### src/rtl/alu_exec_if.sv
// Instruction handshake, ALU operand/result bus, status and debug port of the execute controller.
// slave is the controller's view; master is the surrounding environment (issuer + ALU).
interface alu_exec_if #(
    parameter int unsigned DATA_W = 16,
    parameter int unsigned REG_AW = 4
);
    logic              instr_valid;
    logic              instr_ready;
    logic [15:0]       instr;
    logic [DATA_W-1:0] alu_a;
    logic [DATA_W-1:0] alu_b;
    logic [2:0]        alu_op;
    logic [DATA_W-1:0] alu_o;
    logic              alu_z;
    logic              alu_c;
    logic              alu_n;
    logic              alu_v;
    logic [3:0]        flags;
    logic              done;
    logic              illegal;
    logic [REG_AW-1:0] dbg_addr;
    logic [DATA_W-1:0] dbg_data;

    modport slave (
        input  instr_valid, instr, alu_o, alu_z, alu_c, alu_n, alu_v, dbg_addr,
        output instr_ready, alu_a, alu_b, alu_op, flags, done, illegal, dbg_data
    );

    modport master (
        output instr_valid, instr, alu_o, alu_z, alu_c, alu_n, alu_v, dbg_addr,
        input  instr_ready, alu_a, alu_b, alu_op, flags, done, illegal, dbg_data
    );
endinterface

### src/rtl/alu_exec_ctrl.sv
// Four-state execute controller around an external 16-bit ALU: fetch operands from a 16x16
// register file, drive the ALU, capture result and flags, write back.
module alu_exec_ctrl #(
    parameter int unsigned DATA_W = 16,
    parameter int unsigned REG_AW = 4
) (
    input logic      clk,
    input logic      rst,
    alu_exec_if.slave bus
);
    localparam int unsigned NumRegs = 2 ** REG_AW;

    typedef enum logic [1:0] {StIdle, StRead, StExec, StWb} state_e;

    state_e            state_q, state_d;
    logic [15:0]       instr_q, instr_d;
    logic [DATA_W-1:0] op_a_q, op_a_d;
    logic [DATA_W-1:0] op_b_q, op_b_d;
    logic [DATA_W-1:0] res_q, res_d;
    logic [3:0]        flag_lat_q, flag_lat_d;
    logic [3:0]        flags_q, flags_d;
    logic              done_q, done_d;
    logic              illegal_q, illegal_d;
    logic [DATA_W-1:0] rf_q [NumRegs];
    logic [DATA_W-1:0] rf_d [NumRegs];

    logic [REG_AW-1:0] rd, rs, rt;
    logic              is_ldi, is_illegal;
    logic [DATA_W-1:0] imm;

    assign rd         = instr_q[8 +: REG_AW];
    assign rs         = instr_q[4 +: REG_AW];
    assign rt         = instr_q[0 +: REG_AW];
    assign is_ldi     = instr_q[15] && (instr_q[14:12] == 3'b000);
    assign is_illegal = instr_q[15] && (instr_q[14:12] != 3'b000);
    assign imm        = {{(DATA_W - 8){1'b0}}, instr_q[7:0]};

    always_comb begin
        state_d    = state_q;
        instr_d    = instr_q;
        op_a_d     = op_a_q;
        op_b_d     = op_b_q;
        res_d      = res_q;
        flag_lat_d = flag_lat_q;
        flags_d    = flags_q;
        done_d     = 1'b0;
        illegal_d  = 1'b0;
        rf_d       = rf_q;
        unique case (state_q)
            StIdle: begin
                if (bus.instr_valid) begin
                    instr_d = bus.instr;
                    state_d = StRead;
                end
            end
            StRead: begin
                op_a_d  = rf_q[rs];
                op_b_d  = rf_q[rt];
                state_d = StExec;
            end
            StExec: begin
                res_d      = bus.alu_o;
                flag_lat_d = {bus.alu_z, bus.alu_c, bus.alu_n, bus.alu_v};
                // done/illegal are registered, so they are raised here to appear during WB
                done_d     = 1'b1;
                illegal_d  = is_illegal;
                state_d    = StWb;
            end
            StWb: begin
                if (!instr_q[15]) begin
                    if (rd != '0) rf_d[rd] = res_q;
                    // flags load even for rd=0 so SUB to R0 works as a compare
                    flags_d = flag_lat_q;
                end else if (is_ldi && (rd != '0)) begin
                    rf_d[rd] = imm;
                end
                state_d = StIdle;
            end
            default: state_d = StIdle;
        endcase
    end

    always_ff @(posedge clk) begin
        if (rst) begin
            state_q    <= StIdle;
            instr_q    <= '0;
            op_a_q     <= '0;
            op_b_q     <= '0;
            res_q      <= '0;
            flag_lat_q <= '0;
            flags_q    <= '0;
            done_q     <= 1'b0;
            illegal_q  <= 1'b0;
            for (int i = 0; i < NumRegs; i++) rf_q[i] <= '0;
        end else begin
            state_q    <= state_d;
            instr_q    <= instr_d;
            op_a_q     <= op_a_d;
            op_b_q     <= op_b_d;
            res_q      <= res_d;
            flag_lat_q <= flag_lat_d;
            flags_q    <= flags_d;
            done_q     <= done_d;
            illegal_q  <= illegal_d;
            rf_q       <= rf_d;
        end
    end

    assign bus.instr_ready = (state_q == StIdle);
    assign bus.alu_a       = op_a_q;
    assign bus.alu_b       = op_b_q;
    assign bus.alu_op      = instr_q[14:12];
    assign bus.flags       = flags_q;
    assign bus.done        = done_q;
    assign bus.illegal     = illegal_q;
    assign bus.dbg_data    = rf_q[bus.dbg_addr];
endmodule
### src/flat_wrapper.sv
// flat-port wrapper written by rule: the top's interface ports become plain ports
module alu_exec_ctrl_flat 
#(
    parameter int unsigned DATA_W = 16,
    parameter int unsigned REG_AW = 4
)
  (clk, rst, bus_instr_valid, bus_instr, bus_alu_o, bus_alu_z, bus_alu_c, bus_alu_n, bus_alu_v, bus_dbg_addr, bus_instr_ready, bus_alu_a, bus_alu_b, bus_alu_op, bus_flags, bus_done, bus_illegal, bus_dbg_data);
  alu_exec_if #(.DATA_W(DATA_W), .REG_AW(REG_AW)) bus_i ();
  input logic clk;
  input logic rst;
  input wire logic [$bits(bus_i.instr_valid)-1:0] bus_instr_valid;
  input wire logic [$bits(bus_i.instr)-1:0] bus_instr;
  input wire logic [$bits(bus_i.alu_o)-1:0] bus_alu_o;
  input wire logic [$bits(bus_i.alu_z)-1:0] bus_alu_z;
  input wire logic [$bits(bus_i.alu_c)-1:0] bus_alu_c;
  input wire logic [$bits(bus_i.alu_n)-1:0] bus_alu_n;
  input wire logic [$bits(bus_i.alu_v)-1:0] bus_alu_v;
  input wire logic [$bits(bus_i.dbg_addr)-1:0] bus_dbg_addr;
  output wire logic [$bits(bus_i.instr_ready)-1:0] bus_instr_ready;
  output wire logic [$bits(bus_i.alu_a)-1:0] bus_alu_a;
  output wire logic [$bits(bus_i.alu_b)-1:0] bus_alu_b;
  output wire logic [$bits(bus_i.alu_op)-1:0] bus_alu_op;
  output wire logic [$bits(bus_i.flags)-1:0] bus_flags;
  output wire logic [$bits(bus_i.done)-1:0] bus_done;
  output wire logic [$bits(bus_i.illegal)-1:0] bus_illegal;
  output wire logic [$bits(bus_i.dbg_data)-1:0] bus_dbg_data;
  assign bus_i.instr_valid = bus_instr_valid;
  assign bus_i.instr = bus_instr;
  assign bus_i.alu_o = bus_alu_o;
  assign bus_i.alu_z = bus_alu_z;
  assign bus_i.alu_c = bus_alu_c;
  assign bus_i.alu_n = bus_alu_n;
  assign bus_i.alu_v = bus_alu_v;
  assign bus_i.dbg_addr = bus_dbg_addr;
  assign bus_instr_ready = bus_i.instr_ready;
  assign bus_alu_a = bus_i.alu_a;
  assign bus_alu_b = bus_i.alu_b;
  assign bus_alu_op = bus_i.alu_op;
  assign bus_flags = bus_i.flags;
  assign bus_done = bus_i.done;
  assign bus_illegal = bus_i.illegal;
  assign bus_dbg_data = bus_i.dbg_data;
  alu_exec_ctrl #(.DATA_W(DATA_W), .REG_AW(REG_AW)) u_core (.clk(clk), .rst(rst), .bus(bus_i));
endmodule
### config.mk
export PLATFORM = sky130hd
export DESIGN_NAME = alu_exec_ctrl_flat
export DESIGN_NICKNAME = d
export VERILOG_FILES = /design/src/rtl/alu_exec_if.sv /design/src/rtl/alu_exec_ctrl.sv /design/src/flat_wrapper.sv
export SDC_FILE = /design/constraint.sdc
export NUM_CORES = 1
export LEC_CHECK = 0
export CORE_ASPECT_RATIO = 1.2
export CORE_MARGIN = 2
export CORE_UTILIZATION = 60
export CTS_BUF_LIST = sky130_fd_sc_hd__clkbuf_4 sky130_fd_sc_hd__clkbuf_8
export DETAILED_ROUTE_END_ITERATION = 12
export HOLD_SLACK_MARGIN = 0.1
export PLACE_DENSITY = 0.81
export SYNTH_ARGS = -nofsm -noshare
export SYNTH_HDL_FRONTEND = slang
export SYNTH_SLANG_ARGS = --single-unit
### constraint.sdc
create_clock -name clk -period 3 [get_ports clk]
set_input_delay 0.3 -clock clk [delete_from_list [all_inputs] [get_ports clk]]
set_output_delay 0.3 -clock clk [all_outputs]
set_load 0.01 [all_outputs]
==> impl_metrics.ini, run 1 <==
; generated from flow reports
[outcome]
status = complete, no violations

[sta]
fin_crit_sh = 0.9685
tightestPinTransition_ns = 0.7424
fin_ws_ns = 0.09445
slew_headroom = 0.5050
setup_viol = 0
rsz0062_at_grt = no
min_period_ns = 2.906
hold_violations = 0

[cells_and_area]
fillers = 2240
drive_above_1_share = 0.1133
stdcell_area_sq_um = 20080

[floorplan]
num_rows = 69
fp.dieW_um = 161.1
fp_util = 0.6056
die_h_um = 192.6

[synth]
synth_area_sq_um = 17780
area_leaders = dfxtp_1 (37%), mux2i_1 (16%), nand3_1 (7.4%)
synth_stat.cells = 1959
synth-seq-cells = 332
flop_cell = dfxtp_1
floorplan.nets = 2006

[job]
warnings = 29
cap_violations = 0

[route]
met1_length_um = 20760
top_layer = met5
drtIter0Drc = 2010
met2_length_um = 25810
drc = 0
ant_nets = 0

[placement]
dpl_cell_area_sq_um = 18980
place.gp.congestion = 0.9054

[cts]
postCtsHoldBufs = 0
clockRootBuffer = clkbuf_8
cts_setup_buffers = 0
post_cts_resized = 0

[worst_setup_path]
worst_ep_arrival_time_ns = 2.61
crit_type = reg2out

[hold_path]
hp-class = in2reg

[pwr]
p_sw_frac = 0.3223
power_density_nw_per_um2 = 581.2
power_frac_comb = 0.233

[global_route]
antenna_found_initial = 1
gr-usage-all-layers = 0.3623
run 1: metal layers:
layer  track usage  up-vias
met5             0        -
met3       0.07049      329
met4        0.2692        2
met2        0.5858     1079
met1        0.4309     7664
li1              -     7160
run 1: power by group through the flow:
stage,combinational [mW],clock (mW),sequential [mW]
global route,2.84,4.24,4.92
floorplan,1.84,0,4.82
finish,2.72,4.05,4.91
detailed placement,2.64,0,4.99
CTS,2.65,4.06,4.90
global placement,2.60,0,4.98
run 1: worst paths after layout:
check                      startpoint             endpoint  slack [ns]  depth (start not counted)
hold / removal           bus_instr[2]    u_core.instr_q[2]        0.24                          3
setup / recovery       u_core.rf_q[1]      bus_dbg_data[1]        0.09                          3
hold reg to reg   u_core.bus.alu_a[8]  u_core.bus.alu_a[8]        0.46                          2
setup reg to reg    u_core.state_q[1]     u_core.rf_q[168]        0.97                          4
run 1: registers in the layout (all words and copies together), names as in the netlist:
| signal | flops |
|---|---|
| u_core.bus.illegal | 1 |
| u_core.bus.alu_a | 16 |
| u_core.flag_lat_q | 4 |
| u_core.bus.done | 1 |
| u_core.res_q | 16 |
| u_core.state_q | 2 |
| u_core.bus.alu_b | 16 |
| u_core.rf_q | 256 |
| u_core.bus.flags | 4 |
| u_core.instr_q | 16 |
run 1: kinds of logic after synthesis:
group	Yosys count	synth area share
fa+ha+maj	4	0.002815
flops	332	0.3739
simple gates	654	0.1684
buf+inv	212	0.05405
mux	369	0.2739
compound gates	388	0.1269
run 1: cell usage in the layout (no fill, tap or decap), types with 16 or more instances in the layout:
cell / netlist / layout
clkbuf_4: 0 / 18
a21oi_1: 48 / 48
dfxtp_1: 332 / 330
nand3_1: 264 / 264
clkbuf_8: 0 / 68
clkdlybuf4s50_1: 0 / 97
nand2_1: 273 / 273
nor2_1: 56 / 53
mux2i_1: 289 / 289
buf_4: 4 / 49
nor2b_1: 21 / 17
a31o_2: 16 / 16
mux4_2: 33 / 33
mux4_1: 46 / 46
o21ai_0: 222 / 222
a22oi_1: 96 / 96
run 1: through the flow:
step / total power, mW / std cells / utilization
after floorplan: 6.660 / 1959 / -
after global placement: 7.576 / 2301 / 0.6465
after detailed placement: 7.627 / 2301 / 0.6465
after CTS: 11.61 / 2393 / 0.6841
after global routing: 12.00 / 2393 / 0.6841
final: 11.67 / 2393 / 0.6841
run 1: area by class of cell:
class / count / share of cell area
clock buffer: 86 / 0.05334
inverter: 3 / 0.0008100
clock inverter: 6 / 0.001620
sequential: 332 / 0.3314
multi-input combinational: 1415 / 0.5084
timing repair buffer: 161 / 0.08013
tap: 390 / 0.02430
run 1: worst max-delay path: stages (launching register included):
cell,delay (ns)
dfxtp_1,0.34
mux4_4,0.60
mux4_2,0.55
clkdlybuf4s50_1,0.51
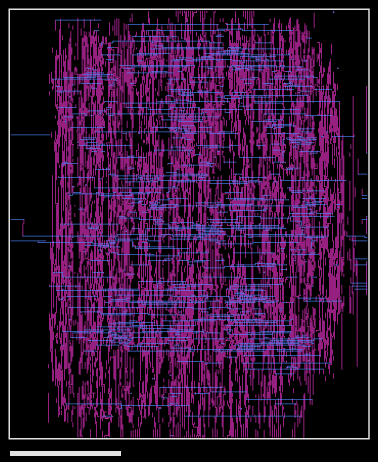
Figure 1: run 1, routed metal, one color a layer.
Scale bar: 50 um. Two of the layers only.
[magenta] metal 2 | wire length: 25.8 mm
[blue] metal 3 | wire length: 5,800 um
via count: 16,234
final wirelength: 56,910 um
drt wl/cell: 23.78 um

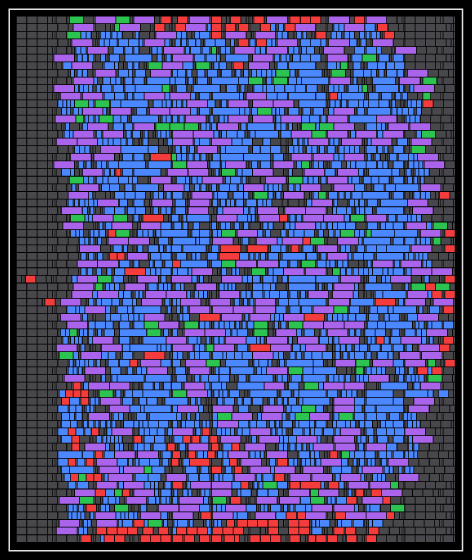
Figure 2: run 1, cells colored by class.
Fill, decap, tap and diode cells in gray.
[red] other buffers and delay cells | cells: 161 | share of their area: 8.2%
[blue] combinational and other logic | cells: 1,418 | share of their area: 52%
[green] clock drivers and dummy loads | cells: 92 | share of their area: 5.6%
[purple] flops | cells: 332 | share of their area: 34%

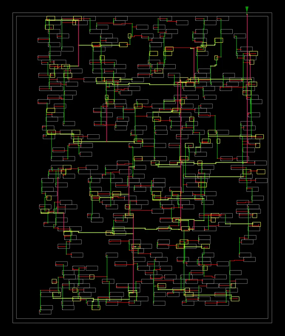
Figure 3: run 1, clock nets.
worst skew pair latency: 0.61 ns
seq_cells: 332
CTS sink count: 332

Figure 4. Sequential cells grouped by signal name (run 1).
Scale bar: 50 um. Other sequential cells in the stronger gray, the rest of the logic in the fainter gray.
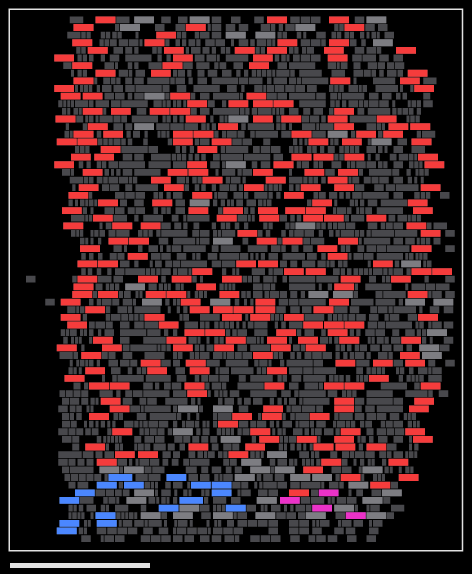

==> run 2: changes to the inputs <==
--- a/config.mk
+++ b/config.mk
@@ -13,4 +13,6 @@
 export HOLD_SLACK_MARGIN = 0.1
 export PLACE_DENSITY = 0.81
+export SETUP_SLACK_MARGIN = 0.5
+export SKIP_CTS_REPAIR_TIMING = 1
 export SYNTH_ARGS = -nofsm -noshare
 export SYNTH_HDL_FRONTEND = slang
==> constraint.sdc (replaced) <==
create_clock -name clk -period 3 [get_ports clk]
set_input_delay 0.3 -clock clk [delete_from_list [all_inputs] [get_ports clk]]
set_output_delay 0.3 -clock clk [all_outputs]
set_load 0.05 [all_outputs]
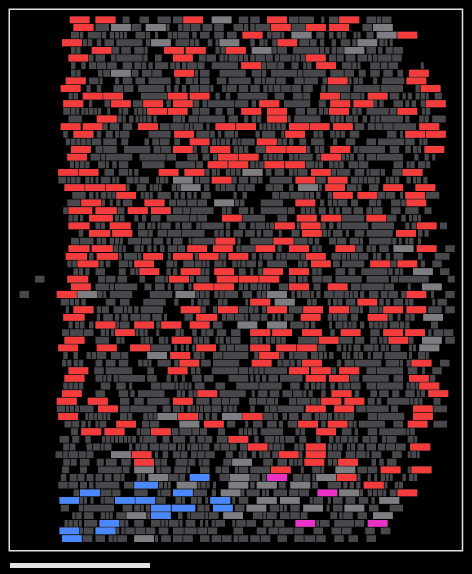
Figure 5: run 2, sequential cells grouped by signal name.
Scale bar: 50 um. Other sequential cells in the stronger gray, the rest of the logic in the fainter gray.
[magenta] `u_core.flag_lat_q` | flops: 4
[red] `u_core.rf_q` | flops: 256 | where: all over the die
[blue] `u_core.instr_q` | flops: 16
Finished Core Util: 0.6818
Seq group: 4.91 mW
Seq area share: 0.3337
FF+latch area: 6678 sq um

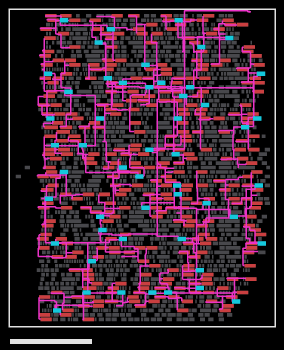
Figure 6: run 2, clock distribution.
Scale bar: 50 um.
[magenta] clock wires | length: 4,140 um
[cyan] clock drivers | count: 51
[red] flip-flops | count: 332
routed clock nets: 52
flops lie: all over the die

==> run 2 against run 1 <==
Against the previous run:
- clock-buffer cell count down 4
- clock skew about the same
- register-to-register slack worse by 0.18 ns
- combinational power up 7%
- global-route usage down 0.57 points
- cell area down 0.34%
- flip-flop count unchanged
- setup slack better by 0.33 ns
- total power up 2.9%
- fmax up 13%
- worst hold slack better by 0.013 ns
==> impl_metrics.ini, run 2 <==
; generated from flow reports
[synth]
synth_area_sq_um = 17780
flop_cell = dfxtp_1
avgSynthCellArea_sq_um = 9.075
top_area_cell = dfxtp_1
yosys_area_sq_um = 17780
floorplan.nets = 2006
async_flop_share = 0
syn_inst = 1959
synth_seq_share = 0.3739
synth_stat.cells = 1959
area_leaders = dfxtp_1 (37%), mux2i_1 (16%), nand3_1 (7.4%)
edf_count = 0
synth-seq-cells = 332

[global_route]
use_met2 = 0.5896
grt_use_met1 = 0.4231
grt_busiest_layer = met2
antenna_found_initial = 0
gr-usage-all-layers = 0.3565
grtUsageMet3 = 0.06856

[route]
drt-total-wl_um = 56510
drtIter0Drc = 2067
via_count = 16060
wl_per_cell_um = 23.67
ant_nets = 0
drt_first_pass_iters = 6
routed_via_density = 6.728
drc = 0

[pwr]
power_density_nw_per_um2 = 600.2

[worst_setup_path]
required_ns = 2.70
crit_buf_inv = 1
slowest_delay_ns = 0.59
worst_ep_arrival_time_ns = 2.27
path_cells = mux4_4, mux4_2, buf_8
cp_slowest_cell = mux4_4
crit_type = reg2out
cp_top_family = multiplexers
worstPathMaxFanout = 4

[placement]
dpl_cell_area_sq_um = 18800
hpwl_um = 33600
place.gp.congestion = 0.9058
dp_slack_ns = 0.3728

[sta]
fin_ws_ns = 0.4254
min_period_ns = 2.575
fin_crit_sh = 0.8582
slew_headroom = 0.4867
fin_skew_ns = 0.03492
tightestPinTransition_ns = 0.7689
setup_viol = 0
rsz0062_at_grt = yes
hold_violations = 0

[floorplan]
fp_util = 0.6056
die_h_um = 192.6
ioPinCount = 101
num_rows = 69
fp.dieW_um = 161.1
coreArea_sq_um = 29350

[cells_and_area]
stdcell_area_sq_um = 20010
drive_above_1_share = 0.1292
fillers = 2279
largest_reg_flops = 256
lay_top_cells = dfxtp_1 (315), mux2i_1 (289), nand2_1 (273)
top_register = u_core.rf_q
lay_top_count = dfxtp_1

[job]
cap_violations = 0
warnings = 30

[outcome]
status = complete, no violations

[cts]
clockRootBuffer = clkbuf_8
cts_sinks = 332
clockBufferDepth = 3
htree_num_levels = 2
clock_latency_ns = 0.62
cts_buffers = 51

[hold_path]
hp-class = in2reg
[run 2: kinds of logic after synthesis]
family / Yosys count / synth area share
buffers and inverters: 212 / 0.05405
adders and majority gates: 4 / 0.002815
muxes: 369 / 0.2739
AOI/OAI and AO/OA: 388 / 0.1269
and+or+nand+nor: 654 / 0.1684
DFF: 332 / 0.3739
[run 2: worst paths after layout]
| path | from | endpoint | slack, ns | cells past startpoint |
|---|---|---|---|---|
| min reg2reg | u_core.bus.alu_b[6] | u_core.bus.alu_b[6] | 0.46 | 2 |
| max | u_core.rf_q[49] | bus_dbg_data[1] | 0.43 | 3 |
| max reg2reg | u_core.instr_q[15] | u_core.rf_q[77] | 0.79 | 6 |
| min | bus_instr[2] | u_core.instr_q[2] | 0.25 | 3 |
[run 2: layout make-up]
type,count,area [sq um],area share
well taps,390,488.0,0.02438
clock inverters,10,127.6,0.006377
clock buffers,82,1010,0.05046
repair buffers,155,1509,0.07540
flip-flops and latches,332,6678,0.3337
inverters,3,16.27,0.0008128
multi-input cells,1415,10180,0.5089
[run 2: report_power, final]
part           total, mW  internal, mW  switching (mW)
Clock               4.18          2.38            1.80
Combinational       2.91          1.03            1.88
Sequential          4.91          4.60           0.314
Total               12.0          8.01            4.00
[run 2: worst min-delay path, stage by stage]
cell and delay [ns]:
clkdlybuf4s50_1 0.40, nand2_1 0.06, a21oi_1 0.05
[run 2: layer usage]
| metal | wire, um | vias up |
|---|---|---|
| li1 | - | 7137 |
| met1 | 20570 | 7584 |
| met2 | 26650 | 1052 |
| met3 | 5460 | 287 |
| met4 | 3820 | 0 |
| met5 | 0 | - |
[run 2: per-stage QoR]
step	hold WS (ns)	power (mW)	cells
finish	0.2525	12.01	2387
global route	0.2806	12.37	2387
CTS	0.05679	11.96	2385
detailed placement	0.4500	7.842	2293
global placement	0.4426	7.785	2293
floorplan	0.4360	6.942	1959
No activity file was given, so power comes from the tool's default toggle rates.
